`config.mk`:
```
export PLATFORM = sky130hd
export DESIGN_NAME = b16to4_seq_encoder_flat
export DESIGN_NICKNAME = d
export VERILOG_FILES = /design/src/rtl/b16to4_seq_encoder_pkg.sv /design/src/rtl/b16to4_seq_encoder_if.sv /design/src/rtl/b16to4_prio_encoder.sv /design/src/rtl/b16to4_seq_encoder.sv /design/src/flat_wrapper.sv
export SDC_FILE = /design/constraint.sdc
export NUM_CORES = 1
export LEC_CHECK = 0
export CAP_MARGIN = 20
export CELL_PAD_IN_SITES_DETAIL_PLACEMENT = 2
export CELL_PAD_IN_SITES_GLOBAL_PLACEMENT = 2
export CORE_ASPECT_RATIO = 0.7
export CORE_MARGIN = 10
export CORE_UTILIZATION = 33
export CTS_BUF_LIST = sky130_fd_sc_hd__clkbuf_2 sky130_fd_sc_hd__clkbuf_4 sky130_fd_sc_hd__clkbuf_8
export CTS_CLUSTER_DIAMETER = 200
export DETAILED_ROUTE_END_ITERATION = 16
export PLACE_DENSITY_LB_ADDON = 0.1
export SLEW_MARGIN = 20
export SYNTH_ARGS = -nofsm -noshare
export SYNTH_HDL_FRONTEND = slang
export SYNTH_HIERARCHICAL = 1
export SYNTH_SLANG_ARGS = --single-unit
export TNS_END_PERCENT = 100
```
`constraint.sdc`:
```
create_clock -name clock -period 6.3 [get_ports clock]
set_input_delay 1.575 -clock clock [delete_from_list [all_inputs] [get_ports clock]]
set_output_delay 1.575 -clock clock [all_outputs]
set_load 0.03 [all_outputs]
```
`src/rtl/b16to4_seq_encoder_pkg.sv`:
```
// rtl/b16to4_seq_encoder_pkg.sv - shared widths, state codes and bit helpers
package b16to4_seq_encoder_pkg;

    localparam int VEC_W  = 16;
    localparam int CODE_W = 4;

    // Two-state controller: waiting for a vector, or emitting its codes
    localparam logic [0:0] S_IDLE = 1'b0;
    localparam logic [0:0] S_SCAN = 1'b1;

    // Clear the lowest set bit of a vector
    function automatic logic [VEC_W-1:0] clear_lowest(input logic [VEC_W-1:0] v);
        return v & (v - 16'd1);
    endfunction

endpackage

```
`src/rtl/b16to4_seq_encoder_if.sv`:
```
// rtl/b16to4_seq_encoder_if.sv - vector-in / code-out handshake bundle
import b16to4_seq_encoder_pkg::*;

interface b16to4_seq_encoder_if;
    logic [VEC_W-1:0]  z15_z0;
    logic              in_valid;
    logic              in_ready;
    logic [CODE_W-1:0] x3_x0;
    logic              out_valid;
    logic              out_ready;
    logic              out_last;

    // Encoder side
    modport slave (
        input  z15_z0, in_valid, out_ready,
        output in_ready, x3_x0, out_valid, out_last
    );

    // Producer/consumer side
    modport master (
        output z15_z0, in_valid, out_ready,
        input  in_ready, x3_x0, out_valid, out_last
    );
endinterface

```
`src/rtl/b16to4_prio_encoder.sv`:
```
// rtl/b16to4_prio_encoder.sv - lowest-set-bit index with any/single flags
import b16to4_seq_encoder_pkg::*;

module b16to4_prio_encoder (
    input  logic [VEC_W-1:0]  vec,
    output logic [CODE_W-1:0] index,
    output logic              any,
    output logic              single
);

    // Scan from the top so the lowest set bit is the last one to win
    always_comb begin
        index = '0;
        for (int i = VEC_W - 1; i >= 0; i--) begin
            if (vec[i]) begin
                index = CODE_W'(i);
            end
        end
    end

    assign any    = |vec;
    assign single = any && (clear_lowest(vec) == '0);

endmodule

```
`src/rtl/b16to4_seq_encoder.sv`:
```
// rtl/b16to4_seq_encoder.sv - serialises a multi-hot vector into bit-index codes
import b16to4_seq_encoder_pkg::*;

module b16to4_seq_encoder (
    input  logic               clock,
    input  logic               reset_,
    b16to4_seq_encoder_if.slave bus
);

    logic [0:0]        state;
    logic [VEC_W-1:0]  pending;
    logic [CODE_W-1:0] low_idx;
    logic              any;
    logic              single;
    logic              take;
    logic              accept;

    b16to4_prio_encoder u_prio (
        .vec    (pending),
        .index  (low_idx),
        .any    (any),
        .single (single)
    );

    // Output side is a pure function of the registers; code forced to 0 when idle
    assign bus.out_valid = (state == S_SCAN) && any;
    assign bus.x3_x0     = bus.out_valid ? low_idx : '0;
    assign bus.out_last  = bus.out_valid && single;
    assign take          = bus.out_valid && bus.out_ready;

    // Ready in IDLE, or when the final code leaves this cycle so vectors run without a bubble
    assign bus.in_ready  = (state == S_IDLE) || (take && bus.out_last);
    assign accept        = bus.in_valid && bus.in_ready;

    // State and pending register: a new vector overrides the draining one, zero vectors are dropped
    always_ff @(posedge clock or negedge reset_) begin
        if (!reset_) begin
            state   <= S_IDLE;
            pending <= '0;
        end else if (accept) begin
            pending <= bus.z15_z0;
            state   <= (bus.z15_z0 != '0) ? S_SCAN : S_IDLE;
        end else if (take) begin
            pending <= clear_lowest(pending);
            if (bus.out_last) begin
                state <= S_IDLE;
            end
        end
    end

endmodule

```
`src/flat_wrapper.sv`:
```
// flat-port wrapper written by rule: the top's interface ports become plain ports
module b16to4_seq_encoder_flat 
  (clock, reset_, bus_z15_z0, bus_in_valid, bus_out_ready, bus_in_ready, bus_x3_x0, bus_out_valid, bus_out_last);
  b16to4_seq_encoder_if bus_i ();
  input  logic clock;
  input  logic reset_;
  input wire logic [$bits(bus_i.z15_z0)-1:0] bus_z15_z0;
  input wire logic [$bits(bus_i.in_valid)-1:0] bus_in_valid;
  input wire logic [$bits(bus_i.out_ready)-1:0] bus_out_ready;
  output wire logic [$bits(bus_i.in_ready)-1:0] bus_in_ready;
  output wire logic [$bits(bus_i.x3_x0)-1:0] bus_x3_x0;
  output wire logic [$bits(bus_i.out_valid)-1:0] bus_out_valid;
  output wire logic [$bits(bus_i.out_last)-1:0] bus_out_last;
  assign bus_i.z15_z0 = bus_z15_z0;
  assign bus_i.in_valid = bus_in_valid;
  assign bus_i.out_ready = bus_out_ready;
  assign bus_in_ready = bus_i.in_ready;
  assign bus_x3_x0 = bus_i.x3_x0;
  assign bus_out_valid = bus_i.out_valid;
  assign bus_out_last = bus_i.out_last;
  b16to4_seq_encoder u_core (.clock(clock), .reset_(reset_), .bus(bus_i));
endmodule
```
Placement by cell class:
Scale bar: 20 µm.
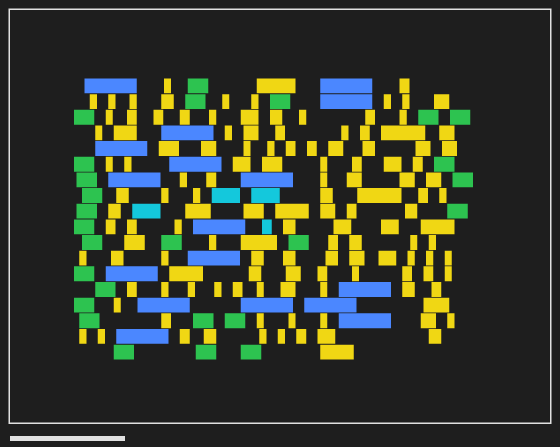
legend:
  blue:
    class: registers
    cells: 17
    share_of_their_area: 27%
  cyan:
    class: clock drivers and dummy loads
    cells: 4
    share_of_their_area: 3.0%
  yellow:
    class: remaining logic cells
    cells: 130
    share_of_their_area: 53%
  green:
    class: remaining buffers and delay cells
    cells: 26
    share_of_their_area: 17%

Met1 routing:
Supply wires on this layer in gray.
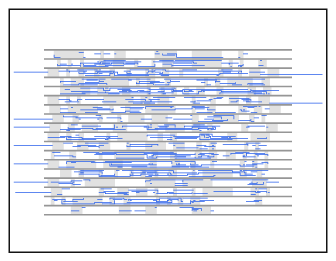
nets with wire on the layer: 176
longest straight run: 30.4 µm
main direction: horizontal
share of all routed wire: 48%
wire length on this layer: 2120 µm

Cells by drive strength:
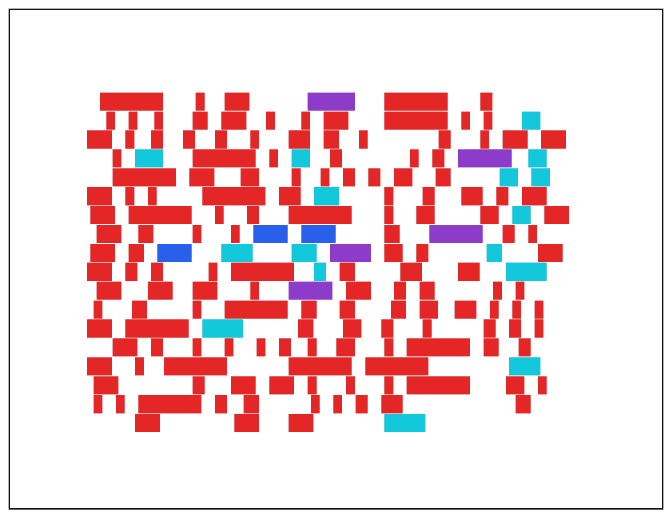
legend:
  blue:
    size: x6 and larger
    cells: 3
    most_used: clkbuf_8
  purple:
    size: x3 and x4
    cells: 5
    most_used: nor4_4
  red:
    size: x1 and smaller
    cells: 153
    most_used: nand2_1
  cyan:
    size: x2
    cells: 16
    most_used: and3_2

Clock nets:
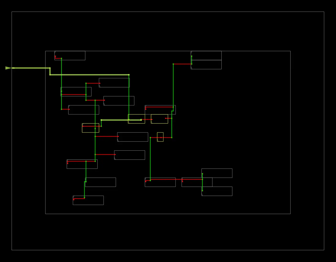
sequential cells: 17
TritonCTS Sinks: 17
clock skew: 0.00166 ns
reported clock group power: 83.6 µW

==> results.yml <==
# synthesis and place-and-route metrics
run:
  max-cap-violations: 0
  log.warning_count: 26
power_and_ir_drop:
  netsw_uw: 594
  power.leakage_nw: 0.647
  post-layout-total-power_mw: 1.12
  power_report.internal_total_uw: 523
  power.sequential.fraction: 0.231
  share_comb_of_total_power: 0.694
  sequential_group_power_uw: 258
  power_frac_clock: 0.075
  p_per_area_nw_per_um2: 693
final_layout:
  dominant_cells: "combinational gates"
  comb_share: 0.500
  signal_buffers: 26
  layout.non_clock_inverters: 3
  layout.nets: 198
  final.fill_count: 409
  share_of_post_route_cells_with_drive_strength_above_1: 0.136
  clk_share: 0.0287
  multi_input_comb_area_um2: 807
  area.growth.synth_to_final_pct: 28.1
  final_layout_top_logic_cell: "sky130_fd_sc_hd__nand2_1"
die:
  floorplanUtilization: 0.349
  placeable_area_um2: 3600
  rows: 18
  die_height_um: 71.7
  boundaryPins: 27
yosys:
  post_synth_mux_area_share: 0.00795
  synth_cells: 150
  ys_warn_count: 6
  synth_async_sr_flop_share: 1.00
  synth-compound-area-share: 0.229
  synth_sequential_area_ratio: 0.338
  synth_adder_area_share: 0
  yosys_area_um2: 1260
  edff_count_synth: 0
  netlist-cell-type-count: 42
  synthDominantCellAreaShare: 0.338
  syn-mean-instance-area_um2: 8.39
  synth_xor_xnor_area_share: 0.00696
  synth_dominant_cell_count: "sky130_fd_sc_hd__nand2_1"
  largest_area_cell: "sky130_fd_sc_hd__dfrtp_1"
worst_setup_path:
  ff2ff_path_depth: 9
  critical_path.max_fanout: 4
  critical_path.startpoint: "bus_out_ready"
  reg2reg_from: "u_core/pending[7]$_DFFE_PN0P_"
  worst-r2r-setup-slack_ns: 3.13
  r2r-end: "u_core/pending[15]$_DFFE_PN0P_"
  crit_arrival_ns: 3.15
cts:
  tritoncts_clock_tree: "done"
  htree_levels: 1
  root_buffer: "sky130_fd_sc_hd__clkbuf_8"
  cts_hold_repair.buffers: 0
  cts_buffers: 3
  total_of_cells_resized_after_clock_tree_synthesis: 0
routing:
  wl_met2_um: 2140
  drt-pass1-iter-count: 4
  iteration_0_drc_markers: 59
  dr_wl_met3_um: 156
  detail_route.wirelength.met1_um: 2120
  vias: 1288
status:
  status: "finished, final reports clean"
final_timing:
  max_slew_margin: 0.414
placed_design:
  port-buffer-count: 26
  dp.cells: 223
  dp_hpwl_um: 3390
global_route:
  globalRouteOverflowTotal: 0
  wire_length_of_the_first_global_routing_pass_um: 7480
  global_route.usage.total: 0.136
  grt_pass1_vias: 1412
min_path:
  timing.hold.worst.class: "flip-flop to flip-flop"
  hold_end: "u_core/pending[11]$_DFFE_PN0P_"
## stage by stage
| stage | util | worst slack, ns |
|---|---|---|
| 3_3_place_gp | 0.435 | 1.65 |
| 4_1_cts | 0.448 | 1.56 |
| 2_1_floorplan | - | 2.78 |
| 5_1_grt | 0.448 | 1.30 |
| 6_report | 0.448 | 1.57 |
| 3_5_place_dp | 0.435 | 1.57 |
## sequential cells by signal, summed over array words and instances (netlist names)
| signal | count |
|---|---|
| u_core/state | 1 |
| u_core/pending | 16 |
## worst max-delay path, cell delays in order
cell and delay [ns]:
sky130_fd_sc_hd__clkdlybuf4s50_1 0.53, sky130_fd_sc_hd__nand3_1 0.19, sky130_fd_sc_hd__nand2_1 0.16, sky130_fd_sc_hd__clkdlybuf4s50_1 0.69
Power figures rest on the tool's default switching activity, not on a simulated workload.
